<file path="config.mk">
export PLATFORM = sky130hd
export DESIGN_NAME = ram_fifo_ctrl
export DESIGN_NICKNAME = d
export VERILOG_FILES = /design/src/rtl/ram_fifo_ctrl.sv
export SDC_FILE = /design/constraint.sdc
export NUM_CORES = 1
export LEC_CHECK = 0
export ABC_AREA = 1
export CORE_UTILIZATION = 40
export DETAILED_ROUTE_END_ITERATION = 8
export MAX_ROUTING_LAYER = met4
export PLACE_DENSITY = 0.92
export SKIP_LAST_GASP = 1
export SLEW_MARGIN = 10
export SYNTH_ARGS = -nofsm -noshare
export SYNTH_HDL_FRONTEND = slang
export SYNTH_SLANG_ARGS = --single-unit
export TNS_END_PERCENT = 5
</file>
<file path="constraint.sdc">
create_clock -name clk -period 2.35 [get_ports clk]
set_input_delay 0.47 -clock clk [delete_from_list [all_inputs] [get_ports clk]]
set_output_delay 0.47 -clock clk [all_outputs]
set_load 0.02 [all_outputs]
</file>
<file path="src/rtl/ram_fifo_ctrl.sv">
// ============================================================================
// Module   : ram_fifo_ctrl
// Purpose  : FIFO controller in front of a single-port RAM. It drives the RAM
//            port and keeps the FIFO pointers, occupancy and full/empty flags.
//            Optional sticky ovf/udf flags are enabled by RAM_FIFO_ERR_FLAGS_EN.
// Revision : 1.0 - initial release
// ============================================================================
`default_nettype none

module ram_fifo_ctrl #(
    parameter int DW = 8,
    parameter int AW = 3
) (
    input  logic          clk,
    input  logic          rst,
    input  logic          push,
    input  logic [DW-1:0] push_data,
    output logic          push_ready,
    input  logic          pop,
    output logic          pop_ready,
    output logic [DW-1:0] pop_data,
    output logic          pop_valid,
    output logic          full,
    output logic          empty,
    output logic [AW:0]   count,
`ifdef RAM_FIFO_ERR_FLAGS_EN
    output logic          ovf,
    output logic          udf,
`endif
    output logic          ram_en,
    output logic          ram_rw,
    output logic [AW-1:0] ram_addr,
    output logic [DW-1:0] ram_din,
    input  logic [DW-1:0] ram_dout
);

    localparam logic [AW:0] c_DEPTH = (AW+1)'(1) << AW;

    logic [AW-1:0] r_wr_ptr;
    logic [AW-1:0] r_rd_ptr;
    logic [AW:0]   r_count;
    logic          r_full;
    logic          r_empty;
    logic          r_pop_valid;

    logic          w_pop_ready;
    logic          w_push_ready;
    logic [AW:0]   w_count_nxt;

    // One RAM op per cycle: pop wins, and nothing is accepted while in reset.
    assign w_pop_ready  = pop  & ~r_empty & ~rst;
    assign w_push_ready = push & ~r_full  & ~w_pop_ready & ~rst;

    always_comb begin
        w_count_nxt = r_count;
        if (w_push_ready)
            w_count_nxt = r_count + (AW+1)'(1);
        else if (w_pop_ready)
            w_count_nxt = r_count - (AW+1)'(1);
    end

    always_comb begin
        ram_en   = 1'b0;
        ram_rw   = 1'b1;
        ram_addr = '0;
        ram_din  = '0;
        if (w_pop_ready) begin
            ram_en   = 1'b1;
            ram_rw   = 1'b1;
            ram_addr = r_rd_ptr;
        end else if (w_push_ready) begin
            ram_en   = 1'b1;
            ram_rw   = 1'b0;
            ram_addr = r_wr_ptr;
            ram_din  = push_data;
        end
    end

    always_ff @(posedge clk) begin
        if (rst) begin
            r_wr_ptr    <= '0;
            r_rd_ptr    <= '0;
            r_count     <= '0;
            r_full      <= 1'b0;
            r_empty     <= 1'b1;
            r_pop_valid <= 1'b0;
        end else begin
            if (w_push_ready)
                r_wr_ptr <= r_wr_ptr + AW'(1);
            if (w_pop_ready)
                r_rd_ptr <= r_rd_ptr + AW'(1);
            r_count     <= w_count_nxt;
            r_full      <= (w_count_nxt == c_DEPTH);
            r_empty     <= (w_count_nxt == '0);
            r_pop_valid <= w_pop_ready;
        end
    end

`ifdef RAM_FIFO_ERR_FLAGS_EN
    logic r_ovf;
    logic r_udf;

    always_ff @(posedge clk) begin
        if (rst) begin
            r_ovf <= 1'b0;
            r_udf <= 1'b0;
        end else begin
            if (push & r_full)
                r_ovf <= 1'b1;
            if (pop & r_empty)
                r_udf <= 1'b1;
        end
    end

    assign ovf = r_ovf;
    assign udf = r_udf;
`endif

    assign push_ready = w_push_ready;
    assign pop_ready  = w_pop_ready;
    assign pop_data   = ram_dout;
    assign pop_valid  = r_pop_valid;
    assign full       = r_full;
    assign empty      = r_empty;
    assign count      = r_count;

endmodule

`default_nettype wire

</file>
Cell placement:
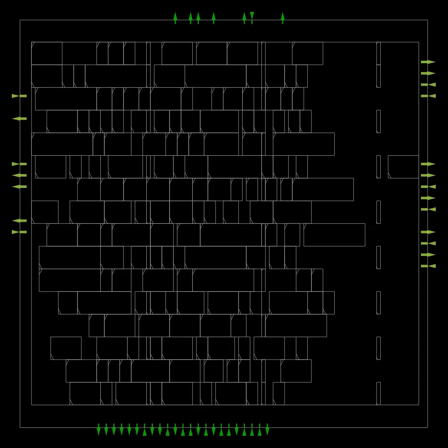
Well Taps: 27
fillcell total: 164
Final Util: 63.1%
Seq cells: 13
flop share of the area: 20.4%

Cells by drive strength:
Drawn at 8 px/µm.
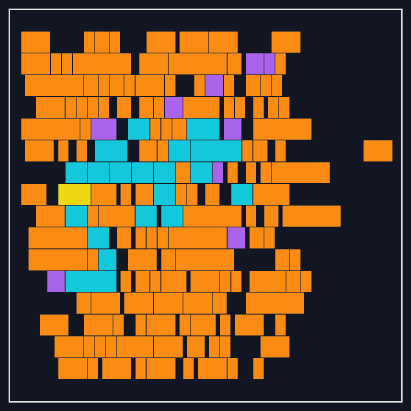
size	color	cells	share
_2 cells	purple	9	5.4%
_6 and larger	yellow	1	0.60%
_3 and _4 cells	cyan	19	11%
_0 and _1 cells	orange	138	83%

Sequential cells colored by netlist name:
Drawn at 8 px/µm.
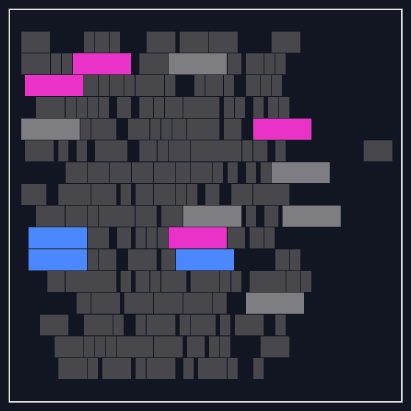
signal	color	flops
`count`	magenta	4
`r_wr_ptr`	blue	3

==> reports/results.ini <==
[run_status]
status = finished with violations
violations = negative setup slack

[cts]
postCtsSetupBuffers = 0
holdBufCountCts = 0
cts_root_buffer = clkbuf_4
clk_pin_slew_ns = 0.08
cts_tree = done
htree_levels = 1

[yosys]
yosys_warnings = 0
synth_top_cell_by_area = dfxtp_1
synth_nets = 153
synthAdderAreaFrac_pct = 5.69
edf_count = 0
synth_area_um2 = 880
yosys_most_used_dff = dfxtp_1
synthTopCellsByCount = 28 x nand2_1, 22 x inv_1, 13 x dfxtp_1, 13 x nor2_1, 9 x a21oi_1
numSynthFlops = 13
ys_sh_simple_pct = 33.6
ys_sh_mux_pct = 0

[worst_setup_path]
max_stage_delay_ns = 0.63
crit_type = in -> out
cp.buffers_inverters = 3
end_kind = primary output
critical_path_peak_fanout = 13
startpoint = push
r2r-end = full$_SDFF_PP0_
critPathCapture = ram_din[2]
path_delay_family = buffers and inverters
cp-start-kind = input port
crit_cells = 6
reg2reg_slack_ns = 0.83

[final_layout]
largestClassByArea = combinational gates
buffers = 44
comb_share_pct = 34.2
layout.cells.non_filler = 194
fin_area_um2 = 1270
drive_above_1_share_pct = 17.4
final_cell_mix = 29 x clkdlybuf4s50_1, 28 x nand2_1, 22 x inv_1, 13 x nor2_1, 13 x dfxtp_1
clkCellAreaFrac_pct = 2.06
flop_area_um2 = 260
combGateArea_um2 = 435
finish.net_count = 192
clockBufferCount = 4

[power]
power.group.top = sequential cells
p_comb_mw = 0.247
totalPowerFinal_mw = 0.636
power_clock_mw = 0.137
seqPwrFrac_pct = 39.6
powerSeq_mw = 0.252

[routing]
wl_mm = 2.50
drc = 0
drtAntennaViolNets = 0
wl_met3_um = 139
drtIter0Drc = 28
drt-wirelength-per-cell_um = 12.9

[final_timing]
finalHoldViolCount = 0
rsz0062_at_grt = true
fin_tns_setup_ns = -2.10
slew_headroom_pct = 81.7
worstMarginPinSlew_ns = 0.274
setup_viol = 13
max_freq_mhz = 385
worst_slack_ns = -0.247

[placement]
place_hpwl_mm = 2.02
dp_slack_ns = -0.310
dpl_cell_area_um2 = 1250
place_congestion = 0.867

[global_route]
grt_pass1_wl_mm = 4.22
overflow = 0
met1_usage_pct = 25.0

[run]
log.warning_count = 29
drv_cap = 0

[floorplan]
die_area_um2 = 2390
die_y_um = 48.9

[hold_path]
hold_depth = 2
min_to = r_rd_ptr[2]$_SDFFE_PP0P_
worstHoldStart = r_rd_ptr[2]$_SDFFE_PP0P_

